[config.mk]
export PLATFORM = sky130hd
export DESIGN_NAME = obi_arbiter_2x1
export DESIGN_NICKNAME = d
export VERILOG_FILES = /design/src/rtl/obi_arbiter_2x1.sv
export SDC_FILE = /design/constraint.sdc
export NUM_CORES = 1
export LEC_CHECK = 0
export CAP_MARGIN = 25
export CORE_AREA = 2 2 124 126
export CTS_BUF_LIST = sky130_fd_sc_hd__clkbuf_16
export CTS_CLUSTER_DIAMETER = 60
export DETAILED_ROUTE_END_ITERATION = 10
export DIE_AREA = 0 0 126 128
export GPL_TIMING_DRIVEN = 0
export PLACE_DENSITY = 0.55
export SLEW_MARGIN = 20
export SYNTH_ARGS = -nofsm -noshare
export SYNTH_HDL_FRONTEND = slang
export SYNTH_SLANG_ARGS = --single-unit
[constraint.sdc]
create_clock -name clk_i -period 2.6 [get_ports clk_i]
set_input_delay 0.39 -clock clk_i [delete_from_list [all_inputs] [get_ports clk_i]]
set_output_delay 0.39 -clock clk_i [all_outputs]
set_load 0.005 [all_outputs]
[src/rtl/obi_arbiter_2x1.sv]
// Two-master to one-slave OBI arbiter: round-robin selection with address-phase
// locking, and an in-order ID FIFO that steers each response back to its issuer.
module obi_arbiter_2x1 #(
    parameter int unsigned MAX_OUTST = 2
) (
    input  logic        clk_i,
    input  logic        rst_i,
    input  logic        m0_req_i,
    output logic        m0_gnt_o,
    input  logic [31:0] m0_addr_i,
    input  logic        m0_we_i,
    input  logic [3:0]  m0_be_i,
    input  logic [31:0] m0_wdata_i,
    output logic        m0_rvalid_o,
    output logic [31:0] m0_rdata_o,
    input  logic        m1_req_i,
    output logic        m1_gnt_o,
    input  logic [31:0] m1_addr_i,
    input  logic        m1_we_i,
    input  logic [3:0]  m1_be_i,
    input  logic [31:0] m1_wdata_i,
    output logic        m1_rvalid_o,
    output logic [31:0] m1_rdata_o,
    output logic        s_req_o,
    input  logic        s_gnt_i,
    output logic [31:0] s_addr_o,
    output logic        s_we_o,
    output logic [3:0]  s_be_o,
    output logic [31:0] s_wdata_o,
    input  logic        s_rvalid_i,
    input  logic [31:0] s_rdata_i,
    output logic        err_o
);

    localparam int unsigned PTR_W = (MAX_OUTST > 1) ? $clog2(MAX_OUTST) : 1;
    localparam int unsigned CNT_W = $clog2(MAX_OUTST + 1);
    localparam logic [CNT_W-1:0] CNT_FULL = CNT_W'(MAX_OUTST);
    localparam logic [PTR_W-1:0] PTR_LAST = PTR_W'(MAX_OUTST - 1);

    typedef enum logic {
        ST_IDLE,
        ST_LOCKED
    } state_e;

    state_e           state_q, state_d;
    logic             lock_id_q, lock_id_d;
    logic             prio_q, prio_d;
    logic [CNT_W-1:0] count_q, count_d;
    logic [PTR_W-1:0] wr_ptr_q, wr_ptr_d;
    logic [PTR_W-1:0] rd_ptr_q, rd_ptr_d;
    logic             err_q, err_d;
    logic             id_mem_q [MAX_OUTST];

    logic sel;
    logic full;
    logic accept;
    logic pop;
    logic head;

    function automatic logic [PTR_W-1:0] ptr_inc(input logic [PTR_W-1:0] p);
        return (p == PTR_LAST) ? '0 : p + 1'b1;
    endfunction

    // A stalled request keeps its master selected so the slave sees a stable address phase.
    always_comb begin
        if (state_q == ST_LOCKED) begin
            sel = lock_id_q;
        end else if (m0_req_i && m1_req_i) begin
            sel = prio_q;
        end else begin
            sel = m1_req_i;
        end
    end

    assign full    = (count_q == CNT_FULL);
    assign s_req_o = (m0_req_i | m1_req_i) & ~full & ~rst_i;
    assign accept  = s_req_o & s_gnt_i;

    assign m0_gnt_o = accept & ~sel;
    assign m1_gnt_o = accept & sel;

    assign s_addr_o  = sel ? m1_addr_i  : m0_addr_i;
    assign s_we_o    = sel ? m1_we_i    : m0_we_i;
    assign s_be_o    = sel ? m1_be_i    : m0_be_i;
    assign s_wdata_o = sel ? m1_wdata_i : m0_wdata_i;

    assign head        = id_mem_q[rd_ptr_q];
    assign pop         = s_rvalid_i & (count_q != '0);
    assign m0_rvalid_o = pop & ~head & ~rst_i;
    assign m1_rvalid_o = pop & head & ~rst_i;
    assign m0_rdata_o  = s_rdata_i;
    assign m1_rdata_o  = s_rdata_i;
    assign err_o       = err_q;

    always_comb begin
        // NOTE: every next-state signal takes its hold value first so no path can infer a latch.
        state_d   = state_q;
        lock_id_d = lock_id_q;
        prio_d    = prio_q;
        count_d   = count_q;
        wr_ptr_d  = wr_ptr_q;
        rd_ptr_d  = rd_ptr_q;
        err_d     = err_q;

        if (accept) begin
            state_d  = ST_IDLE;
            prio_d   = ~sel;
            wr_ptr_d = ptr_inc(wr_ptr_q);
        end else if (s_req_o) begin
            state_d   = ST_LOCKED;
            lock_id_d = sel;
        end

        if (pop) begin
            rd_ptr_d = ptr_inc(rd_ptr_q);
        end

        case ({accept, pop})
            2'b10:   count_d = count_q + 1'b1;
            2'b01:   count_d = count_q - 1'b1;
            default: count_d = count_q;
        endcase

        if (s_rvalid_i && (count_q == '0)) begin
            err_d = 1'b1;
        end
    end

    always_ff @(posedge clk_i or posedge rst_i) begin
        // NOTE: state registers use non-blocking assignments so every flop samples pre-edge values.
        if (rst_i) begin
            state_q   <= ST_IDLE;
            lock_id_q <= 1'b0;
            prio_q    <= 1'b0;
            count_q   <= '0;
            wr_ptr_q  <= '0;
            rd_ptr_q  <= '0;
            err_q     <= 1'b0;
        end else begin
            state_q   <= state_d;
            lock_id_q <= lock_id_d;
            prio_q    <= prio_d;
            count_q   <= count_d;
            wr_ptr_q  <= wr_ptr_d;
            rd_ptr_q  <= rd_ptr_d;
            err_q     <= err_d;
        end
    end

    // NOTE: the ID storage has no reset; an entry is only read after count says it was written.
    always_ff @(posedge clk_i) begin
        if (accept) begin
            id_mem_q[wr_ptr_q] <= sel;
        end
    end

endmodule

logic_types.png
Drawn at 4 px/um.
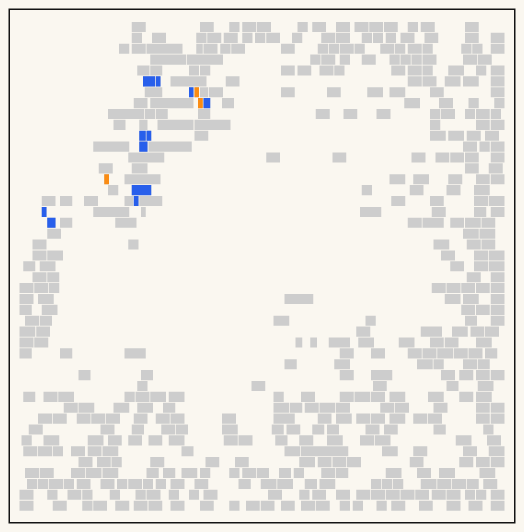
| family | color | cells | most used |
|---|---|---|---|
| inv cells | orange | 3 | inv_1 |
| nor cells | blue | 11 | nor2_1 |

cell_density.png
Drawn at 2 px/um. The die is cut into 13 by 13 equal tiles; dark purple is low, yellow is high, 0 to 100% covered.
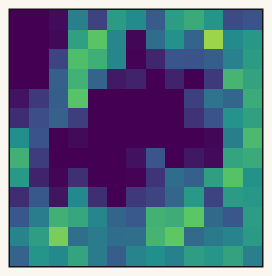
mean over tiles: 30%
nearly empty tiles: 24%
fullest tile: 85%
tiles over 75% full: 1.2%
emptiest ninth of the die: center
fp_density: 12.0%
core area: 14,900 um^2

==> impl_metrics.tcl <==
# place-and-route summary
set metrics [dict create \
    outcome "finished clean" \
    worst_pin_slew_ps 416 \
    simple_gate_share_pct 4.97 \
    flops 10 \
    crit_path_end "m1_gnt_o" \
    dieWidth_um 126 \
    cp-start-kind "input pin" \
    fin_cells 669 \
    p_leak_nw 2.13 \
    utilization_pct 34.2 \
    grtUsageMet2_pct 22.2 \
    met3_length_um 1030 \
    power_mw 2.95 \
    wl_met2_um 5500 \
    xor_area_share_pct 2.45 \
    nNonClkBuffers 367 \
    powerDensity_nw_per_um2 581 \
    end_kind "primary output" \
    clock_buffers 3 \
    power_frac_clock_pct 8.9 \
    reg2reg_slack_ps 690 \
    comb_area_um2 1000 \
    yosys.area.top_type_share_pct 34.6 \
    yosysChipArea_um2 1790 \
    timing.rr.end "count_q[1]" \
    grt_max_degree 11 \
    slew_headroom_pct 72.0 \
    cts_made_buffers 3 \
    path_buffers 3 \
    lay_top_count "clkdlybuf4s50_1" \
    ys_seq_share_pct 14.6 \
    ff_latch_area_um2 260 \
    yosysWarnings 0 \
    drive_above_1_share_pct 22.9 \
    hold_class "in -> async" \
    arrival_ps 2140 \
    portBuffers 282 \
    tool_warnings 26 \
    postSynthCellCount 184 \
    ctsResizeCount 72 \
    htreeDepth 1 \
    post-cts-setup-buffers 11 \
    ys_sh_adder_pct 0.700 \
    ys_sh_mux_pct 45.2 \
    comb_cells 98 \
    place_congestion 0.790 \
    diodes 0 \
    cts_hold_buf 0 \
    slowest_delay_ps 510 \
    cp.required_ps 2210 \
    yosys_most_used_dff "dfrtp_1" \
    startpoint "s_gnt_i" \
    most_common_cell "buf_4" \
    routed-via-count 2395 \
    track_usage_pct 12.1 \
    p_int_mw 2.01 \
    drv_cap 0 \
    synthesis.area_um2 1790 \
    power_leader "combinational logic" \
    reg2reg_from "count_q[1]" \
    clk_path_buf_depth 2 \
    p_comb_mw 2.41 \
    dieArea_um2 16100 \
    clk_share_pct 1.48 \
    num_rows 45 \
    yosysTopAreaCell "mux2_1" \
    dpl_cell_area_um2 4850 \
    met3_usage_pct 3.80 \
    critical_path_class "in -> out" \
    totalWireLength_um 10900 \
    swShare_pct 32.1 \
    clk-insertion-delay-late_ps 230 \
    netSwitchingPower_uw 948 \
    timing.hold.ws_ps 326 \
    grt_pass1_vias 2398 \
    inv_count 3 \
    die-height_um 128 \
    grt_overflow 0 \
    fp_nets 361 \
    edf_count 2 \
    rsz0062_at_grt "false" \
    area_growth_syn_to_layout_pct 184 \
    async_flop_share_pct 80.0 \
    layout.nets 660 \
    setup_tns_ps 0 \
    antenna_found_initial 0 \
    placed_cells 654 \
]
sizes.png
Drawn at 4 px/um.
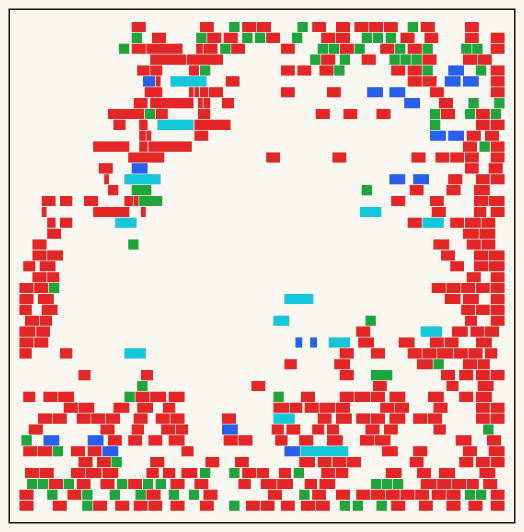
| size | color | cells | most used |
|---|---|---|---|
| _0 and _1 cells | red | 371 | clkdlybuf4s50_1 |
| _2 cells | blue | 19 | mux2_2 |
| _6 and larger | cyan | 13 | buf_8 |
| _3 and _4 cells | green | 78 | buf_4 |

